$ cat src/rtl/ifetch_queue.sv
// Instruction fetch front end: owns the fetch PC, issues one-word reads, buffers the returned words
// and hands them to the decoder. Optional JAL next-PC prediction is enabled with IF_JAL_PREDICT_EN.
module ifetch_queue #(
  parameter int unsigned QUEUE_DEPTH_LOG = 2,
  parameter logic [31:0] RESET_PC        = 32'h0
) (
  input  logic        clk,
  input  logic        rst,
  input  logic        rdy,
  output logic        mem_req,
  output logic [31:0] mem_addr,
  input  logic        mem_ack,
  input  logic [31:0] mem_data,
  input  logic        redirect_valid,
  input  logic [31:0] redirect_pc,
  input  logic        dec_stall,
  output logic        instr_valid,
  output logic [31:0] instr,
  output logic [31:0] instr_pc,
  output logic        pred_taken
);

  localparam int unsigned DEPTH = 1 << QUEUE_DEPTH_LOG;
  localparam logic [QUEUE_DEPTH_LOG-1:0] PTR_ONE   = QUEUE_DEPTH_LOG'(1);
  localparam logic [QUEUE_DEPTH_LOG:0]   CNT_ONE   = (QUEUE_DEPTH_LOG + 1)'(1);
  localparam logic [QUEUE_DEPTH_LOG:0]   DEPTH_CNT = (QUEUE_DEPTH_LOG + 1)'(DEPTH);

  typedef enum logic [1:0] {IDLE, WAIT, FLUSH} state_e;

  state_e                     state_q, state_d;
  logic [31:0]                fetch_pc_q, fetch_pc_d;
  logic                       mem_req_q, mem_req_d;
  logic [31:0]                mem_addr_q, mem_addr_d;
  logic [QUEUE_DEPTH_LOG-1:0] wr_ptr_q, wr_ptr_d, rd_ptr_q, rd_ptr_d;
  logic [QUEUE_DEPTH_LOG:0]   count_q, count_d, cnt_after_pop;
  logic [31:0]                q_word_q [DEPTH];
  logic [31:0]                q_word_d [DEPTH];
  logic [31:0]                q_pc_q   [DEPTH];
  logic [31:0]                q_pc_d   [DEPTH];
  logic                       q_pred_q [DEPTH];
  logic                       q_pred_d [DEPTH];
  logic                       instr_valid_q, instr_valid_d;
  logic [31:0]                instr_q, instr_d;
  logic [31:0]                instr_pc_q, instr_pc_d;
  logic                       pred_q, pred_d;
  logic                       pop, push;
  logic [31:0]                next_pc;
  logic                       push_pred;

`ifdef IF_JAL_PREDICT_EN
  logic        is_jal;
  logic [31:0] jal_imm;
  assign is_jal    = (mem_data[6:0] == 7'b1101111);
  assign jal_imm   = {{11{mem_data[31]}}, mem_data[31], mem_data[19:12], mem_data[20],
                      mem_data[30:21], 1'b0};
  assign next_pc   = is_jal ? (mem_addr_q + jal_imm) : (mem_addr_q + 32'd4);
  assign push_pred = is_jal;
`else
  assign next_pc   = mem_addr_q + 32'd4;
  assign push_pred = 1'b0;
`endif

  always_comb begin
    state_d       = state_q;
    fetch_pc_d    = fetch_pc_q;
    mem_req_d     = mem_req_q;
    mem_addr_d    = mem_addr_q;
    wr_ptr_d      = wr_ptr_q;
    rd_ptr_d      = rd_ptr_q;
    count_d       = count_q;
    q_word_d      = q_word_q;
    q_pc_d        = q_pc_q;
    q_pred_d      = q_pred_q;
    instr_valid_d = instr_valid_q;
    instr_d       = instr_q;
    instr_pc_d    = instr_pc_q;
    pred_d        = pred_q;

    pop           = !redirect_valid && (count_q != '0) && (!instr_valid_q || !dec_stall);
    push          = !redirect_valid && (state_q == WAIT) && mem_ack;
    cnt_after_pop = count_q - (pop ? CNT_ONE : '0);

    if (redirect_valid) begin
      instr_valid_d = 1'b0;
    end else if (pop) begin
      instr_valid_d = 1'b1;
      instr_d       = q_word_q[rd_ptr_q];
      instr_pc_d    = q_pc_q[rd_ptr_q];
      pred_d        = q_pred_q[rd_ptr_q];
    end else if (instr_valid_q && !dec_stall) begin
      instr_valid_d = 1'b0;
    end

    if (redirect_valid) begin
      wr_ptr_d = '0;
      rd_ptr_d = '0;
      count_d  = '0;
    end else begin
      if (pop) rd_ptr_d = rd_ptr_q + PTR_ONE;
      if (push) begin
        q_word_d[wr_ptr_q] = mem_data;
        q_pc_d[wr_ptr_q]   = mem_addr_q;
        q_pred_d[wr_ptr_q] = push_pred;
        wr_ptr_d           = wr_ptr_q + PTR_ONE;
      end
      count_d = cnt_after_pop + (push ? CNT_ONE : '0);
    end

    // A redirect always retargets fetch; the in-flight read (if not acked now) drains through FLUSH.
    if (redirect_valid) fetch_pc_d = {redirect_pc[31:2], 2'b00};

    case (state_q)
      IDLE: begin
        if (!redirect_valid && (cnt_after_pop < DEPTH_CNT)) begin
          mem_req_d  = 1'b1;
          mem_addr_d = fetch_pc_q;
          state_d    = WAIT;
        end
      end
      WAIT: begin
        if (mem_ack) begin
          mem_req_d = 1'b0;
          state_d   = IDLE;
          if (!redirect_valid) fetch_pc_d = next_pc;
        end else if (redirect_valid) begin
          state_d = FLUSH;
        end
      end
      FLUSH: begin
        if (mem_ack) begin
          mem_req_d = 1'b0;
          state_d   = IDLE;
        end
      end
      default: state_d = IDLE;
    endcase
  end

  always_ff @(posedge clk) begin
    if (rst) begin
      state_q       <= IDLE;
      fetch_pc_q    <= RESET_PC;
      mem_req_q     <= 1'b0;
      mem_addr_q    <= '0;
      wr_ptr_q      <= '0;
      rd_ptr_q      <= '0;
      count_q       <= '0;
      instr_valid_q <= 1'b0;
      instr_q       <= '0;
      instr_pc_q    <= '0;
      pred_q        <= 1'b0;
    end else if (rdy) begin
      state_q       <= state_d;
      fetch_pc_q    <= fetch_pc_d;
      mem_req_q     <= mem_req_d;
      mem_addr_q    <= mem_addr_d;
      wr_ptr_q      <= wr_ptr_d;
      rd_ptr_q      <= rd_ptr_d;
      count_q       <= count_d;
      q_word_q      <= q_word_d;
      q_pc_q        <= q_pc_d;
      q_pred_q      <= q_pred_d;
      instr_valid_q <= instr_valid_d;
      instr_q       <= instr_d;
      instr_pc_q    <= instr_pc_d;
      pred_q        <= pred_d;
    end
  end

  assign mem_req     = mem_req_q;
  assign mem_addr    = mem_addr_q;
  assign instr_valid = instr_valid_q;
  assign instr       = instr_q;
  assign instr_pc    = instr_pc_q;
  assign pred_taken  = pred_q;

endmodule

$ cat config.mk
export PLATFORM = sky130hd
export DESIGN_NAME = ifetch_queue
export DESIGN_NICKNAME = d
export VERILOG_FILES = /design/src/rtl/ifetch_queue.sv
export SDC_FILE = /design/constraint.sdc
export NUM_CORES = 1
export LEC_CHECK = 0
export CAP_MARGIN = 20
export CORE_MARGIN = 1.5
export CORE_UTILIZATION = 56
export CTS_CLUSTER_SIZE = 10
export DETAILED_ROUTE_END_ITERATION = 8
export PLACE_DENSITY = 0.9
export SETUP_SLACK_MARGIN = 0.05
export SYNTH_ARGS = -nofsm -noshare
export SYNTH_HDL_FRONTEND = slang
export SYNTH_SLANG_ARGS = --single-unit
$ cat constraint.sdc
create_clock -name clk -period 5.3 [get_ports clk]
set_input_delay 1.325 -clock clk [delete_from_list [all_inputs] [get_ports clk]]
set_output_delay 1.325 -clock clk [all_outputs]
set_load 0.05 [all_outputs]
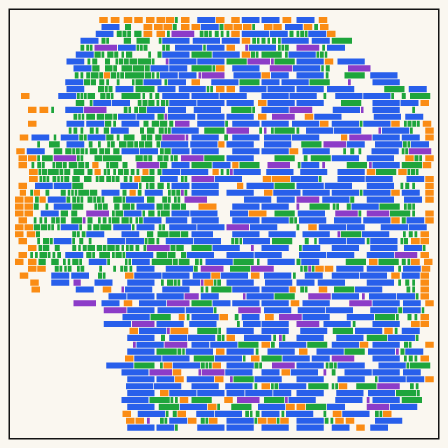
Figure 1: run 1, cell classes on the final placement.
class	colour	cells	share of their area
other buffers and delay cells	orange	185	10%
all other logic	green	632	25%
clock drivers and dummy loads	purple	83	7.3%
flip-flops	blue	400	58%

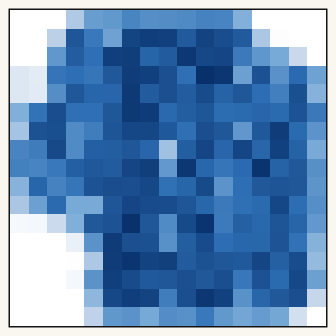
Figure 2: run 1, local utilization.
17 x 17 tiles, from white (low) to dark blue (high), 0 to 100% covered.
fullest tile	100%
tiles over 75% full	52%
nearly empty tiles	12%
emptiest ninth of the die	lower left

==> results.py, run 1 <==
# Auto-generated metrics
metrics = {
    "global_route": {
        "grt_first_pass_wirelength_um": 54200,
        "grt_util_all_layers": 0.250,
        "grt_max_degree": 100,
    },
    "critical_path": {
        "path_max_fanout": 12,
        "cp_data_required_time_ps": 5730,
        "crit_top_cell": "ha_1",
        "cp_cell_sequence": "clkdlybuf4s50_1 -> a211oi_2 -> ha_1 -> ha_1 -> xnor2_1 -> and3_1 -> buf_4 -> nand2_1 -> a21oi_1",
        "worstSetupStartpoint": "redirect_valid",
        "r2r-start": "state_q[1]",
        "crit_slowest_cell": "clkdlybuf4s50_1",
    },
    "pwr": {
        "p_clk_mw": 2.82,
    },
    "final_timing": {
        "hold_viol_final": 0,
        "timing.setup.tns_ps": 0,
        "whs_ps": 449,
        "grt_setup_unrepaired": "false",
        "min_period_ps": 3720,
    },
    "synth": {
        "ys_warn_count": 0,
        "ys_sh_xor": 0.0154,
        "ys_chip_area_um2": 15300,
        "synthCells": 1094,
        "syn-num-nets": 1176,
        "edf_count": 260,
    },
    "final_layout": {
        "combGateArea_um2": 4460,
        "buffers": 185,
        "buf_share": 0.0988,
        "n_antenna_cell": 0,
        "drive_above_1_share": 0.123,
    },
    "detailed_routing": {
        "ant_nets": 0,
        "wire_per_inst_um": 21.6,
        "drc": 0,
    },
    "run": {
        "max_cap_viol_count": 0,
    },
    "run_status": {
        "status": "completed",
    },
    "floorplan": {
        "initCoreUtil": 0.569,
    },
}
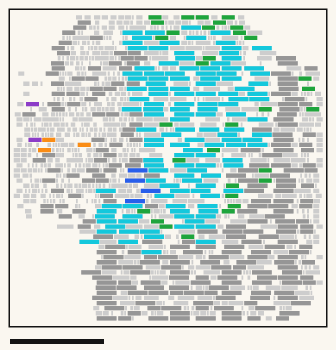
Figure 3: run 1, register map, names as in the netlist.
The bar under the picture is 50 µm long.
name in the netlist	colour	flops
q_pred_q	blue	4
q_pc_q	cyan	128
instr_pc	green	32
state_q	purple	2
count_q	orange	3

--- run 2 (diff from run 1) ---
==> constraint.sdc (replaced) <==
create_clock -name clk -period 3.8 [get_ports clk]
set_input_delay 0.95 -clock clk [delete_from_list [all_inputs] [get_ports clk]]
set_output_delay 0.95 -clock clk [all_outputs]
set_load 0.05 [all_outputs]
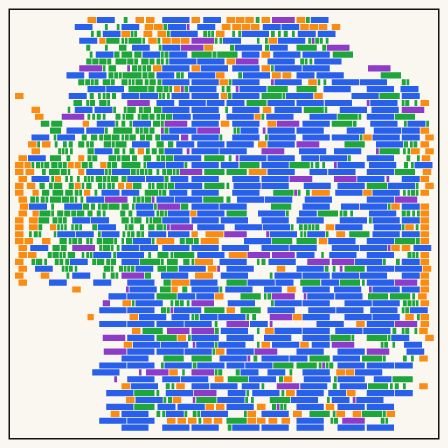
Figure 4: run 2, cell classes on the final placement.
class	colour	cells	share of their area
other buffers and delay cells	orange	198	11%
flip-flops	blue	400	58%
clock drivers and dummy loads	purple	83	7.2%
all other logic	green	632	24%

==> run 2 against run 1 <==
Combinational power up 44%. Power up 39%. Die area unchanged. Synthesized cell count unchanged. Cell count up 0.79%. Sequential share of layout area down 0.41 points. Critical path type is now flip-flop to output pin. Largest power group unchanged. Highest routed layer unchanged.
==> results.py, run 2 <==
# Auto-generated metrics
metrics = {
    "synth": {
        "ys_sh_xor": 0.0154,
        "ys_warn_count": 0,
        "synthCells": 1094,
        "edf_count": 260,
    },
    "global_route": {
        "grt_first_pass_wirelength_um": 55500,
        "grt_util_all_layers": 0.255,
    },
    "run_status": {
        "status": "completed",
    },
    "critical_path": {
        "path_max_fanout": 12,
        "r2r-start": "state_q[1]",
        "worstSetupStartpoint": "mem_addr[7]",
        "cp_cell_sequence": "clkdlybuf4s50_1",
    },
    "final_timing": {
        "grt_setup_unrepaired": "false",
        "hold_viol_final": 0,
        "timing.setup.tns_ps": 0,
        "whs_ps": 451,
    },
    "final_layout": {
        "buf_share": 0.107,
        "drive_above_1_share": 0.130,
        "combGateArea_um2": 4450,
    },
    "floorplan": {
        "initCoreUtil": 0.569,
    },
    "run": {
        "max_cap_viol_count": 0,
    },
}
--- run 3 (diff from run 2) ---
--- a/config.mk
+++ b/config.mk
@@ -7,10 +7,10 @@
 export LEC_CHECK = 0
 export CAP_MARGIN = 20
 export CORE_MARGIN = 1.5
-export CORE_UTILIZATION = 56
+export CORE_UTILIZATION = 51
 export CTS_CLUSTER_SIZE = 10
 export DETAILED_ROUTE_END_ITERATION = 8
-export PLACE_DENSITY = 0.9
+export PLACE_DENSITY = 0.87
 export SETUP_SLACK_MARGIN = 0.05
 export SYNTH_ARGS = -nofsm -noshare
 export SYNTH_HDL_FRONTEND = slang
==> constraint.sdc (replaced) <==
create_clock -name clk -period 2.55 [get_ports clk]
set_input_delay 0.6375 -clock clk [delete_from_list [all_inputs] [get_ports clk]]
set_output_delay 0.6375 -clock clk [all_outputs]
set_load 0.05 [all_outputs]
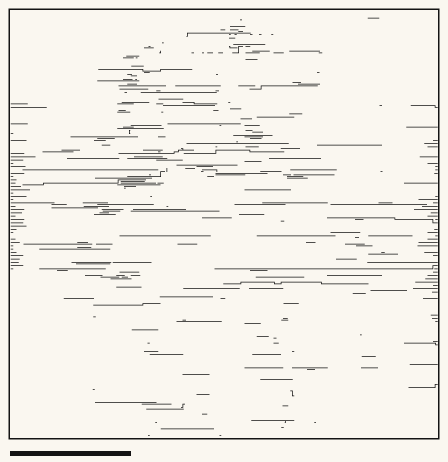
Figure 5: run 3, met3 routing.
The bar under the picture is 50 µm long.
main direction	horizontal
nets with wire on the layer	223
share of all routed wire	7.9%

==> run 3 against run 2 <==
Count of clock-buffer cells in the layout increased by 3. Clock power increased by 54%. Global-route usage decreased by 1.5 points. Clock skew decreased by 4.6 ps. Setup slack got worse by 650 ps. Area after synthesis unchanged. Via count increased by 1.8%. Critical endpoint is now mem_addr[8]. Highest routed layer unchanged.
==> results.py, run 3 <==
# Auto-generated metrics
metrics = {
    "run_status": {
        "status": "completed",
    },
    "floorplan": {
        "initCoreUtil": 0.518,
        "chipArea_um2": 31100,
    },
    "cts": {
        "cts_resized": 16,
    },
    "global_route": {
        "grt_first_pass_wirelength_um": 56400,
        "grt_util_all_layers": 0.239,
    },
    "run": {
        "max_cap_viol_count": 0,
    },
    "pwr": {
        "p_clk_mw": 6.00,
        "powerSeq_mw": 6.97,
    },
    "final_timing": {
        "grt_setup_unrepaired": "false",
        "timing.setup.tns_ps": 0,
        "hold_viol_final": 0,
        "whs_ps": 452,
    },
    "critical_path": {
        "path_max_fanout": 6,
        "r2r-start": "mem_addr[7]",
        "worstSetupStartpoint": "mem_addr[8]",
        "cp_cell_sequence": "clkdlybuf4s50_1",
        "path_delay_family": "buffers and inverters",
    },
    "final_layout": {
        "drive_above_1_share": 0.160,
        "clkbuf_count": 84,
        "combGateArea_um2": 4450,
    },
    "worst_hold_path": {
        "hold_path_end": "instr_pc[27]",
    },
    "synth": {
        "ys_chip_area_um2": 15300,
        "synthCells": 1094,
        "edf_count": 260,
        "ys_sh_xor": 0.0154,
        "ys_warn_count": 0,
    },
    "detailed_routing": {
        "wl_met3_um": 2890,
    },
}
Power is estimated from default activity; no workload was simulated.
